[src/rtl/alu_seq_display.sv]
// alu_seq_display: sequential add/sub/shift-add multiply ALU with registered result and hex seven-segment display
module alu_seq_display #(
   parameter int WIDTH      = 8,
   parameter int NUM_DIGITS = 6
) (
   input  logic                             clk,
   input  logic                             reset,
   input  logic                             start,
   input  logic [WIDTH-1:0]                 op1,
   input  logic [WIDTH-1:0]                 op2,
   input  logic [1:0]                       operation,
   input  logic                             sign,
   output logic                             busy,
   output logic                             done,
   output logic [2*WIDTH-1:0]               result,
   output logic                             overflow,
   output logic                             error,
   output logic [0:NUM_DIGITS-1][7:0]       displayBits
);
   localparam int CW = $clog2(WIDTH + 1);
   localparam logic [0:15][7:0] SEG = {8'hC0, 8'hF9, 8'hA4, 8'hB0, 8'h99, 8'h92, 8'h82, 8'hF8,
                                       8'h80, 8'h90, 8'h88, 8'h83, 8'hC6, 8'hA1, 8'h86, 8'h8E};
   typedef enum logic [1:0] {IDLE, CALC, MUL, DONE} state_t;
   typedef logic [0:NUM_DIGITS-1][7:0] disp_t;
   state_t                r_state, w_next;
   logic [WIDTH-1:0]      r_a, r_b, r_mplier, w_m1, w_m2, w_low;
   logic [1:0]            r_op;
   logic                  r_sign, r_neg, w_last, w_fin, w_sovf, w_ovf, w_err;
   logic [CW-1:0]         r_cnt;
   logic [2*WIDTH-1:0]    r_acc, r_mcand, w_pp, w_prod, w_res;
   logic [WIDTH:0]        w_addsub;
   function automatic disp_t disp(input logic [2*WIDTH-1:0] r, input logic s);
      disp = {NUM_DIGITS{8'hFF}};
      for (int i = 0; i < WIDTH/2; i++) disp[i] = SEG[r[4*i +: 4]];
      disp[NUM_DIGITS-1] = (s && r[2*WIDTH-1]) ? 8'hBF : 8'hFF;
   endfunction
   assign busy     = r_state != IDLE;
   assign done     = r_state == DONE;
   assign w_last   = r_cnt == CW'(WIDTH - 1);
   assign w_fin    = (r_state == CALC) || (r_state == MUL && w_last);
   assign w_m1     = (sign && op1[WIDTH-1]) ? -op1 : op1;
   assign w_m2     = (sign && op2[WIDTH-1]) ? -op2 : op2;
   assign w_pp     = r_acc + (r_mplier[0] ? r_mcand : '0);
   assign w_prod   = r_neg ? -w_pp : w_pp;
   assign w_addsub = r_op[0] ? {1'b0, r_a} - {1'b0, r_b} : {1'b0, r_a} + {1'b0, r_b};
   assign w_low    = w_addsub[WIDTH-1:0];
   assign w_sovf   = (r_op[0] ? r_a[WIDTH-1] != r_b[WIDTH-1] : r_a[WIDTH-1] == r_b[WIDTH-1])
                     && (w_low[WIDTH-1] != r_a[WIDTH-1]);
   assign w_ovf    = r_state == CALC && !r_op[1] && (r_sign ? w_sovf : w_addsub[WIDTH]);
   assign w_err    = r_state == CALC && r_op == 2'b11;
   assign w_res    = r_state == MUL ? w_prod :
                     r_op == 2'b11 ? '0 :
                     {(r_sign ? {WIDTH{w_low[WIDTH-1]}} : {WIDTH{1'b0}}), w_low};
   // state register
   always_ff @(posedge clk) begin
      if (reset) r_state <= IDLE;
      else r_state <= w_next;
   end
   // next-state: reserved opcodes take the single-cycle path and report error
   always_comb begin
      w_next = r_state;
      case (r_state)
         IDLE:    if (start) w_next = operation == 2'b10 ? MUL : CALC;
         CALC:    w_next = DONE;
         MUL:     if (w_last) w_next = DONE;
         default: w_next = IDLE;
      endcase
   end
   // operand capture, one partial product per MUL cycle on magnitudes, output update on entry to DONE
   always_ff @(posedge clk) begin
      if (reset) begin
         r_a         <= '0;
         r_b         <= '0;
         r_op        <= '0;
         r_sign      <= 1'b0;
         r_neg       <= 1'b0;
         r_cnt       <= '0;
         r_acc       <= '0;
         r_mcand     <= '0;
         r_mplier    <= '0;
         result      <= '0;
         overflow    <= 1'b0;
         error       <= 1'b0;
         displayBits <= disp('0, 1'b0);
      end else begin
         if (r_state == IDLE && start) begin
            r_a      <= op1;
            r_b      <= op2;
            r_op     <= operation;
            r_sign   <= sign;
            r_neg    <= sign && (op1[WIDTH-1] ^ op2[WIDTH-1]);
            r_cnt    <= '0;
            r_acc    <= '0;
            r_mcand  <= {{WIDTH{1'b0}}, w_m1};
            r_mplier <= w_m2;
         end else if (r_state == MUL) begin
            r_acc    <= w_pp;
            r_mcand  <= r_mcand << 1;
            r_mplier <= r_mplier >> 1;
            r_cnt    <= r_cnt + 1'b1;
         end
         if (w_fin) begin
            result      <= w_res;
            overflow    <= w_ovf;
            error       <= w_err;
            displayBits <= disp(w_res, r_sign);
         end
      end
   end
endmodule

[config.mk]
export PLATFORM = sky130hd
export DESIGN_NAME = alu_seq_display
export DESIGN_NICKNAME = d
export VERILOG_FILES = /design/src/rtl/alu_seq_display.sv
export SDC_FILE = /design/constraint.sdc
export NUM_CORES = 1
export LEC_CHECK = 0
export ABC_AREA = 1
export ABC_CLOCK_PERIOD_IN_PS = 5100
export CAP_MARGIN = 15
export CORE_MARGIN = 5
export CORE_UTILIZATION = 47
export DETAILED_ROUTE_END_ITERATION = 8
export GPL_ROUTABILITY_DRIVEN = 0
export PLACE_DENSITY = 0.8
export SLEW_MARGIN = 20
export SYNTH_ARGS = -nofsm -noshare
export SYNTH_HDL_FRONTEND = slang
export SYNTH_SLANG_ARGS = --single-unit
export TNS_END_PERCENT = 10
[constraint.sdc]
create_clock -name clk -period 5.1 [get_ports clk]
set_input_delay 0.765 -clock clk [delete_from_list [all_inputs] [get_ports clk]]
set_output_delay 0.765 -clock clk [all_outputs]
set_load 0.03 [all_outputs]
Fig. 1: selected gate families
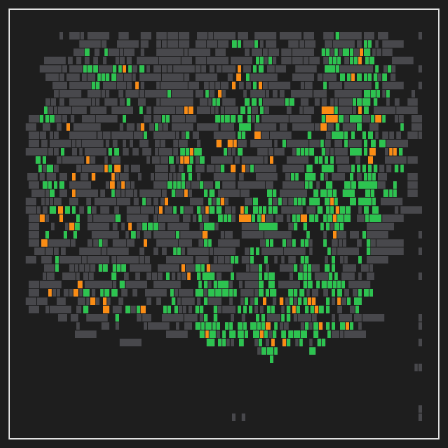
legend:
  orange:
    family: nor cells
    cells: 87
    most_used: nor2_1
  green:
    family: nand cells
    cells: 452
    most_used: nand2_1
Finished Layout Cells: 1504
Comb area share: 50.57%
Top cell excl fill/tap: nand2_1

Fig. 2: wiring by layer
The bar under the picture is 50 um long. Two of the layers only.
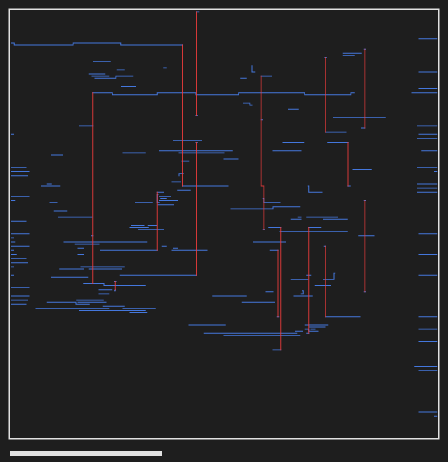
legend:
  blue:
    layer: M3
    wire_length: 1170 um
  red:
    layer: M4
    wire_length: 474 um

Fig. 3: placement by cell class
The bar under the picture is 50 um long.
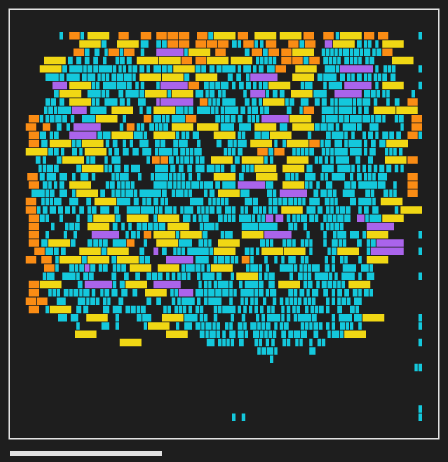
legend:
  yellow:
    class: registers
    cells: 113
  orange:
    class: remaining buffers and delay cells
    cells: 79
  cyan:
    class: remaining logic cells
    cells: 1061
  purple:
    class: clock drivers and dummy loads
    cells: 31
final core area utilization: 56.45%
Finished Cell Area: 0.009394 mm^2
Placeable Area: 0.01664 mm^2
# rows: 47
flop share of the area: 24.08%

Fig. 4: routing congestion
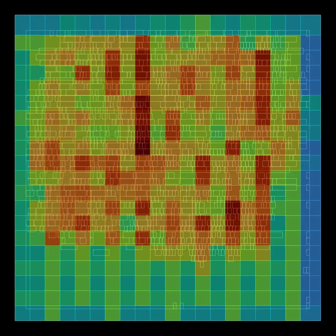
met1 Use GR: 27.53%
WL/cell: 13.99 um
routing usage on met2: 35.48%

Fig. 5: where the registers sit
The bar under the picture is 50 um long. Other sequential cells in the stronger gray, the rest of the logic in the fainter gray.
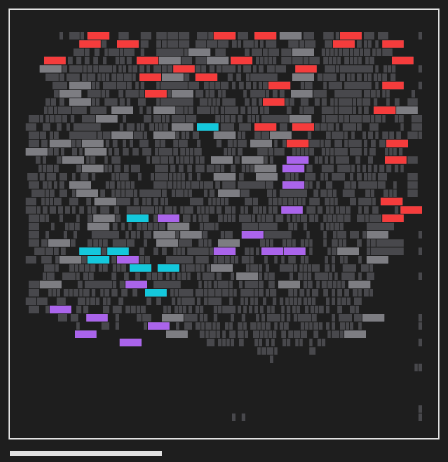
legend:
  purple:
    netlist_name: r_mcand
    flops: 16
  cyan:
    netlist_name: r_a
    flops: 8
  red:
    netlist_name: displayBits
    flops: 29
Seq. pwr: 1.36 mW
register area: 0.002262 mm^2

==> qor.txt <==
hold crit path type - flip-flop to flip-flop
M1 WL - 9445 um
Layout clock area frac - 6.540%
Post-synth ARST share - 0%
WL final - 21050 um
status - finished clean
drt via density - 5.317
Synth Seq Share - 28.33%
CTS tree - built
flop count - 113
peak supply drop - 444.7 uV
setup bufs post-CTS - 0
reg-to-reg critical path endpoint - displayBits[17]
Worst R2R Setup Slack - 1.03 ns
CTS sink cnt - 113
detailed-route via count - 7997
max-slew violations - 0
Pleak - 4.650 nW
Plain + repair buffers - 79
critical path peak fanout - 13
diode count - 0
FF-to-FF path depth - 26
Data buffer area share - 8.178%
Internal - 3.264 mW
largest class - multi-input combinational cells
worst r2r src - r_b[0]
first-pass GRT wire length - 35250 um
chip height - 140.3 um
RSZ-0062 raised after global routing - no
Clock Path Buffers - 2
Most common cell on crit path - inv_1
relative slew slack - 46.93%
Tool Warnings - 48
Syn-to-layout area delta - 17.64%
Post-synth EDFFs - 0
CTS root buffer - clkbuf_16
Critical Path AT - 4.42 ns
yosys warns - 0
-- cells in the mapped netlist, types with 10 or more instances --
master / number / area (um^2)
nand2_1: 301 / 1130
inv_2: 10 / 37.54
o21ai_0: 88 / 440.4
inv_1: 181 / 679.4
dfxtp_1: 113 / 2262
o211ai_1: 28 / 210.2
buf_4: 21 / 157.7
nand2_2: 21 / 131.4
xor2_1: 11 / 96.34
nor2_1: 59 / 221.5
nand3_1: 98 / 490.5
ha_1: 55 / 688.2
clkbuf_1: 34 / 127.6
nor3_1: 17 / 85.08
nand4_1: 11 / 68.82
a21oi_1: 74 / 370.4
-- stage by stage --
step                      cells  util, %  cell area [um^2]
after global routing       1504    56.45              9394
after CTS                  1504    56.45              9394
after detailed placement   1473    52.76              8780
after global placement     1473    52.76              8780
final                      1504    56.45              9394
after floorplan            1237        -              8053
-- tightest hold or removal path, cell delays in order (launching register included) --
cell and delay [ns]:
dfxtp_1 0.31, nand2_1 0.06, a21oi_1 0.05
-- kinds of logic after synthesis --
kind of cell,after synthesis,share of synthesized area (%)
XOR/XNOR,15,1.645
other,1,0.04696
multiplexers,1,0.1880
AND/OR/NAND/NOR,545,30.98
flip-flops,113,28.33
buffers and inverters,255,13.10
adder cells (fa/ha/maj),57,9.119
AND-OR/OR-AND,232,16.59
-- power by group through the flow --
stage / Combinational, mW / Sequential, mW / Clock [mW]
2_1_floorplan: 2.53 / 1.60 / 0
3_3_place_gp: 3.65 / 1.36 / 0
3_5_place_dp: 3.72 / 1.37 / 0
4_1_cts: 3.78 / 1.36 / 1.25
5_1_grt: 4.23 / 1.39 / 1.29
6_report: 3.80 / 1.36 / 1.23
No activity file was given, so power comes from the tool's default toggle rates.
